[config.mk]
export PLATFORM = sky130hd
export DESIGN_NAME = param_eval_sched
export DESIGN_NICKNAME = d
export VERILOG_FILES = /design/src/rtl/param_eval_sched.sv
export SDC_FILE = /design/constraint.sdc
export NUM_CORES = 1
export LEC_CHECK = 0
export CORE_ASPECT_RATIO = 1.75
export CORE_MARGIN = 1.5
export CORE_UTILIZATION = 60
export DETAILED_ROUTE_END_ITERATION = 7
export PLACE_DENSITY = 0.88
export SLEW_MARGIN = 20
export SYNTH_ARGS = -nofsm -noshare
export SYNTH_HDL_FRONTEND = slang
export SYNTH_SLANG_ARGS = --single-unit
[constraint.sdc]
create_clock -name clk -period 10.3 [get_ports clk]
set_input_delay 3.09 -clock clk [delete_from_list [all_inputs] [get_ports clk]]
set_output_delay 3.09 -clock clk [all_outputs]
set_load 0.03 [all_outputs]
[src/rtl/param_eval_sched.sv]
// param_eval_sched: lazy memoizing evaluator for a table of dependent parameter entries
module param_eval_sched #(
  parameter int N_ENTRIES = 8,
  parameter int WIDTH = 16,
  parameter int IW = $clog2(N_ENTRIES)
) (
  input  logic             clk,
  input  logic             rst_n,
  input  logic             cfg_we,
  input  logic [IW-1:0]    cfg_idx,
  input  logic [1:0]       cfg_op,
  input  logic [IW-1:0]    cfg_ref,
  input  logic [WIDTH-1:0] cfg_imm,
  input  logic             req_valid,
  input  logic [IW-1:0]    req_idx,
  output logic             req_ready,
  output logic             busy,
  output logic             resp_valid,
  output logic [WIDTH-1:0] resp_value,
  output logic             resp_error
);
  typedef enum logic [1:0] {IDLE, WALK, RESP} state_t;
  state_t state_q, state_d;
  logic [IW:0] sp_q, sp_d, sp_m1;
  logic [IW-1:0] stack_q [N_ENTRIES];
  logic [IW-1:0] stack_d [N_ENTRIES];
  logic [N_ENTRIES-1:0] done_q, done_d, inprog_q, inprog_d;
  logic [WIDTH-1:0] val_q [N_ENTRIES];
  logic [WIDTH-1:0] val_d [N_ENTRIES];
  logic [WIDTH-1:0] imm_q [N_ENTRIES];
  logic [WIDTH-1:0] imm_d [N_ENTRIES];
  logic [1:0] op_q [N_ENTRIES];
  logic [1:0] op_d [N_ENTRIES];
  logic [IW-1:0] ref_q [N_ENTRIES];
  logic [IW-1:0] ref_d [N_ENTRIES];
  logic [WIDTH-1:0] res_q, res_d;
  logic err_q, err_d;
  logic [IW-1:0] top, tref;
  logic [1:0] top_op;
  logic [WIDTH-1:0] rv, timm, calc;
  assign req_ready = state_q == IDLE;
  assign busy = state_q != IDLE;
  assign resp_valid = state_q == RESP;
  assign resp_value = res_q;
  assign resp_error = err_q;
  // Shared arithmetic unit: evaluates the entry on top of the stack from its referenced cache value
  always_comb begin
    sp_m1 = sp_q - 1'b1;
    top = stack_q[sp_m1[IW-1:0]];
    top_op = op_q[top];
    tref = ref_q[top];
    timm = imm_q[top];
    rv = val_q[tref];
    calc = top_op == 2'd0 ? timm : top_op == 2'd1 ? rv + timm : top_op == 2'd2 ? rv * timm : rv * rv + timm;
  end
  // Next-state: config writes in IDLE, one stack action per WALK cycle, cleanup in RESP
  always_comb begin
    state_d = state_q;
    sp_d = sp_q;
    stack_d = stack_q;
    done_d = done_q;
    inprog_d = inprog_q;
    val_d = val_q;
    imm_d = imm_q;
    op_d = op_q;
    ref_d = ref_q;
    res_d = res_q;
    err_d = err_q;
    case (state_q)
      IDLE: begin
        if (cfg_we) begin
          op_d[cfg_idx] = cfg_op;
          ref_d[cfg_idx] = cfg_ref;
          imm_d[cfg_idx] = cfg_imm;
          done_d = '0;
        end
        if (req_valid) begin
          stack_d[0] = req_idx;
          sp_d = 1;
          inprog_d[req_idx] = 1'b1;
          state_d = WALK;
        end
      end
      WALK: begin
        if (done_q[top] || top_op == 2'd0 || done_q[tref]) begin
          if (!done_q[top]) begin
            val_d[top] = calc;
            done_d[top] = 1'b1;
          end
          inprog_d[top] = 1'b0;
          sp_d = sp_m1;
          if (sp_m1 == '0) begin
            state_d = RESP;
            res_d = done_q[top] ? val_q[top] : calc;
          end
        end else if (inprog_q[tref]) begin
          state_d = RESP;
          err_d = 1'b1;
          res_d = '0;
        end else begin
          stack_d[sp_q[IW-1:0]] = tref;
          sp_d = sp_q + 1'b1;
          inprog_d[tref] = 1'b1;
        end
      end
      RESP: begin
        state_d = IDLE;
        inprog_d = '0;
        sp_d = '0;
        err_d = 1'b0;
        res_d = '0;
      end
      default: state_d = IDLE;
    endcase
  end
  // State registers; reset returns every entry to CONST 0 and aborts any walk
  always_ff @(posedge clk or negedge rst_n) begin
    if (!rst_n) begin
      state_q <= IDLE;
      sp_q <= '0;
      done_q <= '0;
      inprog_q <= '0;
      res_q <= '0;
      err_q <= 1'b0;
      for (int i = 0; i < N_ENTRIES; i++) begin
        stack_q[i] <= '0;
        val_q[i] <= '0;
        imm_q[i] <= '0;
        op_q[i] <= '0;
        ref_q[i] <= '0;
      end
    end else begin
      state_q <= state_d;
      sp_q <= sp_d;
      done_q <= done_d;
      inprog_q <= inprog_d;
      res_q <= res_d;
      err_q <= err_d;
      stack_q <= stack_d;
      val_q <= val_d;
      imm_q <= imm_d;
      op_q <= op_d;
      ref_q <= ref_d;
    end
  end
endmodule
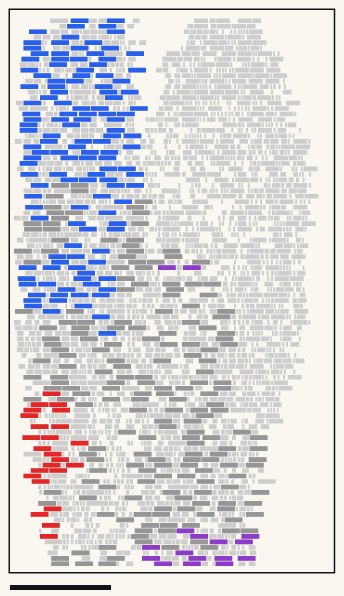
Run 1: where the registers sit
Bar = 50 µm. Other sequential cells in the stronger grey, the rest of the logic in the fainter grey.
resp_value -> purple  # placed flops 16
imm_q -> blue  # placed flops 128
stack_q -> red  # placed flops 24, where south-west
not coloured = 191

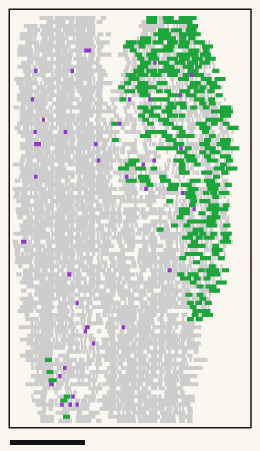
Run 1: gate families picked out
Bar = 50 µm.
and/or cells -> purple  # cells 41, most used and2_1, where widely spread
fa/ha/maj cells -> green  # cells 285, most used fa_1
non-filler cells, final: 3243
Comb/total area: 0.540

==> impl_metrics.json, run 1 <==
{
  "rrSetupSlack_ns": 0.34,
  "cts_made_buffers": 31,
  "drt_iter0_drc": 1874,
  "place_inst": 3182,
  "cts_buffer_depth": 3,
  "wl_um": 78900,
  "fp.dieW_um": 161,
  "wl_per_cell_um": 24.3,
  "synth_area_per_cell_um2": 9.96,
  "worstPathRequired_ns": 10.78,
  "antenna_found_initial": 2,
  "cp_num_buf_inv": 7,
  "core-area_mm2": 0.0427,
  "area_growth_pct": 9.50,
  "chip_area_mm2": 0.0447,
  "endpoint_kind": "flip-flop",
  "placementRows": 100,
  "status": "complete, no violations",
  "cp.arrival_ns": 10.44,
  "slowest_stage": "mux4_2",
  "htreeDepth": 1
}
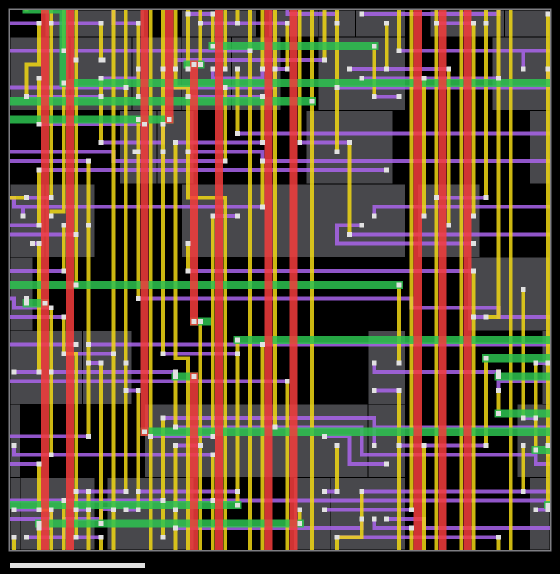
Run 1: close-up of the layout
Bar = 5 µm. Window x 70 to 90, y 185 to 205 µm. Cells in grey, sequential cells in the stronger grey; small squares are vias.
M2 -> yellow
M4 -> red
M1 -> purple
M3 -> green
cells with their middle in the window = 24
sequential cells in the window = 0
most frequent = nor2_1 (4)

==> run 1: cells in the mapped netlist (13+ instances only) <==
cell type	number	area, µm²
dfrtp_1	359	8980
nand2_1	317	1190
inv_1	304	1140
mux2_2	289	3250
nor2_1	190	713
fa_1	162	3240
ha_1	123	1540
a21oi_1	114	571
o21ai_0	100	500
clkbuf_1	78	293
mux2i_1	69	691
o22ai_1	63	394
xnor2_1	53	464
nand3_1	33	165
buf_2	29	145
nor3_1	25	125
and2_1	22	138
o31ai_1	15	113
and3_1	13	81.3
o221ai_1	13	114
xor2_1	13	114
==> run 1: sequential cells by signal (all words and copies together) (netlist names) <==
signal,flops
ref_q,24
resp_value,16
state_q,2
imm_q,128
stack_q,24
done_q,8
val_q,128
resp_error,1
sp_q,4
inprog_q,8
op_q,16
==> run 1: metrics by stage <==
step                 util  hold WS, ns  worst slack, ns
global placement    0.642        0.460            0.438
detailed placement  0.642        0.469            0.191
global route        0.669        0.514          0.00491
finish              0.669        0.487            0.339
floorplan               -        0.445             1.07
CTS                 0.667        0.490           0.0948
==> run 1: cell families after synthesis <==
group / after synthesis / share of synthesized area
adder cells (fa/ha/maj): 285 / 0.184
buffers and inverters: 435 / 0.0668
AND/OR/NAND/NOR: 647 / 0.106
flip-flops: 359 / 0.345
multiplexers: 370 / 0.161
XOR/XNOR: 73 / 0.0284
AND-OR/OR-AND: 447 / 0.110
==> run 1: final timing paths <==
kind                                       startpoint                          to  cells after the start
hold / removal             resp_value[12]$_DFFE_PN0P_  resp_value[12]$_DFFE_PN0P_                      2
hold reg to reg            resp_value[12]$_DFFE_PN0P_  resp_value[12]$_DFFE_PN0P_                      2
setup / recovery                  sp_q[1]$_DFFE_PN0P_      val_q[111]$_DFFE_PN0P_                     35
max in group asynchronous                       rst_n      imm_q[109]$_DFFE_PN0P_                      2
min in group asynchronous                       rst_n      resp_error$_DFFE_PN0P_                      1
setup reg to reg                  sp_q[1]$_DFFE_PN0P_      val_q[111]$_DFFE_PN0P_                     35
==> run 1: cell type report <==
cell class                 instances  area [µm²]  share of cell area
clock buffer                      41         893              0.0313
sequential                       359        8980               0.315
antenna                            1        2.50           0.0000877
clock inverter                    17         186             0.00653
tap                              561         702              0.0246
multi-input combinational       1822       15400               0.540
timing repair buffer             134        1190              0.0418
inverter                         308        1160              0.0405
==> run 1: metal layers <==
metal	up-vias	wire length (µm)	track usage	share of wire
met5	-	13	0	0.00016
met4	2	7530	0.303	0.096
met3	514	6680	0.0642	0.085
met2	1372	39100	0.617	0.50
met1	10500	25500	0.387	0.32
li1	8923	-	-	-
==> run 1: timing repair <==
action	CTS	global route
gates resized	0	6
buffers inserted	0	2
endpoints found under the setup margin	0	36
Run 1, metal layers overlaid:
Bar = 50 µm.
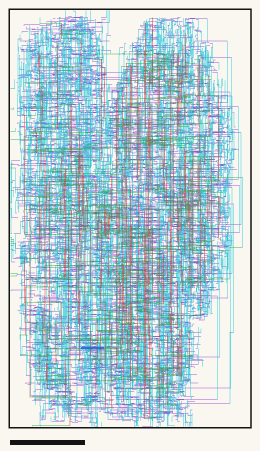

==> run 2, diff against run 1 <==
- CORE_MARGIN: 1.5 -> default
- CTS_CLUSTER_SIZE: default -> 16
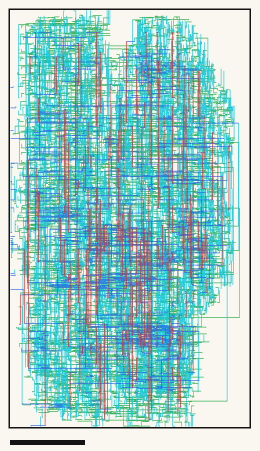
Run 2: metal layers overlaid
Bar = 50 µm.
M4 -> red  # wire length 7290 µm
M2 -> cyan  # wire length 38.9 mm
M1 -> green  # wire length 26.1 mm
M3 -> blue  # wire length 6410 µm

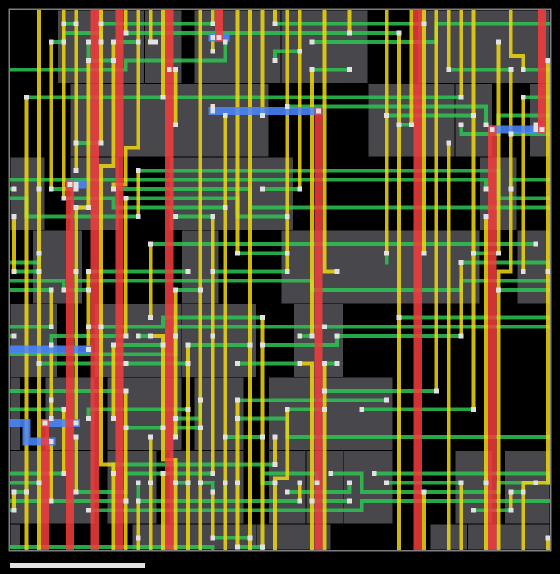
Run 2: close-up of the layout
Bar = 5 µm. Window x 70 to 90, y 184 to 204 µm. Cells in grey, sequential cells in the stronger grey; small squares are vias.
M3 -> blue
M4 -> red
M2 -> yellow
M1 -> green
most frequent = nor2_1 (5), a21oi_1 (4), xnor2_1 (4)
sequential cells in the window = 0
cells with their middle in the window = 33

==> run 2 against run 1 <==
  * Global-route usage increased by 0.068 points
  * Cell area about the same
  * Die area decreased by 0.98%
  * Cell count increased by 0.19%
  * Setup slack improved by 0.025 ns
  * Critical endpoint is now val_q[95]$_DFFE_PN0P_
==> impl_metrics.json, run 2 <==
{
  "synth_area_per_cell_um2": 9.96,
  "rrSetupSlack_ns": 0.36,
  "cts_made_buffers": 31,
  "wl_per_cell_um": 24.2,
  "drt_iter0_drc": 2020,
  "placementRows": 100,
  "top_cells_by_count": "359 x dfrtp_1, 317 x nand2_1, 304 x inv_1",
  "worstPathRequired_ns": 10.78,
  "fp.dieW_um": 160,
  "cp.arrival_ns": 10.41,
  "openroad.warnings": 35,
  "regToRegEndpoint": "val_q[95]$_DFFE_PN0P_",
  "endpoint_kind": "flip-flop",
  "dp_worst_setup_slack_ns": 0.181,
  "wl_um": 78700,
  "cp_num_buf_inv": 6,
  "timing.rr.start": "sp_q[1]$_DFFE_PN0P_",
  "chip_area_mm2": 0.0443,
  "r2r_cells": 35,
  "fin_util": 0.669,
  "htreeDepth": 1,
  "timing.final.ws_setup_ns": 0.364,
  "top_cell": "dfrtp_1",
  "slowest_stage": "mux4_2",
  "root_buffer": "clkbuf_16",
  "whs_ns": 0.480,
  "yosysUniqueCellTypes": 83,
  "hold_end": "resp_value[8]$_DFFE_PN0P_",
  "cts_buffer_depth": 3,
  "min_from": "resp_value[8]$_DFFE_PN0P_",
  "area_growth_pct": 9.54,
  "status": "complete, no violations",
  "antenna_found_initial": 2,
  "yosysTopAreaCell": "dfrtp_1",
  "core-area_mm2": 0.0427,
  "yosysWarnings": 0,
  "synth.top_cell.area_share": 0.345,
  "reg_top3": "imm_q x128, val_q x128"
}
==> run 2: cells by family (layout without fill, tap and decap cells) <==
logic type                 after synthesis  after routing  synth area share
xor gates and xnor gates                73             73            0.0284
and+or+nand+nor                        647            647             0.106
DFF                                    359            359             0.345
AOI/OAI and AO/OA                      447            447             0.110
other                                    0              2                 0
buffers and inverters                  435            505            0.0668
muxes                                  370            370             0.161
adders and majority gates              285            285             0.184
==> run 2: how the worst max path moves through the flow <==
stage / start / endpoint / slack (ns) / cells past startpoint
after floorplan: sp_q[0]$_DFFE_PN0P_ / val_q[111]$_DFFE_PN0P_ / 1.07 / 40
after global placement: sp_q[1]$_DFFE_PN0P_ / resp_value[15]$_DFFE_PN0P_ / 0.48 / 33
after detailed placement: sp_q[1]$_DFFE_PN0P_ / val_q[31]$_DFFE_PN0P_ / 0.18 / 32
after CTS: sp_q[1]$_DFFE_PN0P_ / resp_value[13]$_DFFE_PN0P_ / 0.14 / 34
after global routing: sp_q[1]$_DFFE_PN0P_ / val_q[15]$_DFFE_PN0P_ / 0.02 / 32
final: sp_q[1]$_DFFE_PN0P_ / val_q[95]$_DFFE_PN0P_ / 0.36 / 35
==> run 2: worst min-delay path: stages (launching register included) <==
cell and delay (ns):
dfrtp_1 0.34, nand2_1 0.05, o31ai_1 0.05
==> run 2: metal layers <==
layer	global-route usage	vias to the layer above	share of wire
met3	0.0722	532	0.081
met2	0.613	1343	0.49
met5	0	-	0
met1	0.391	10400	0.33
met4	0.295	0	0.093
li1	-	8940	-
==> run 2: cell type report <==
cell class | count | area, µm²
Timing Repair Buffer | 140 | 1260
Fill cell | 3060 | 14100
Sequential cell | 359 | 8980
Clock buffer | 47 | 906
Multi-Input combinational cell | 1822 | 15400
Antenna cell | 2 | 5.00
Clock inverter | 10 | 91.3
Inverter | 308 | 1160
Tap cell | 561 | 702
==> run 2: stage by stage <==
step	instances	instance area, µm²
floorplan	2616	26100
global placement	3178	27400
detailed placement	3178	27400
CTS	3235	28400
global route	3247	28500
finish	3249	28500
==> run 2: what timing repair did <==
item                                    in CTS  in global routing
gates resized                                0                  9
endpoints found under the setup margin       0                 28
setup buffers                                0                 12
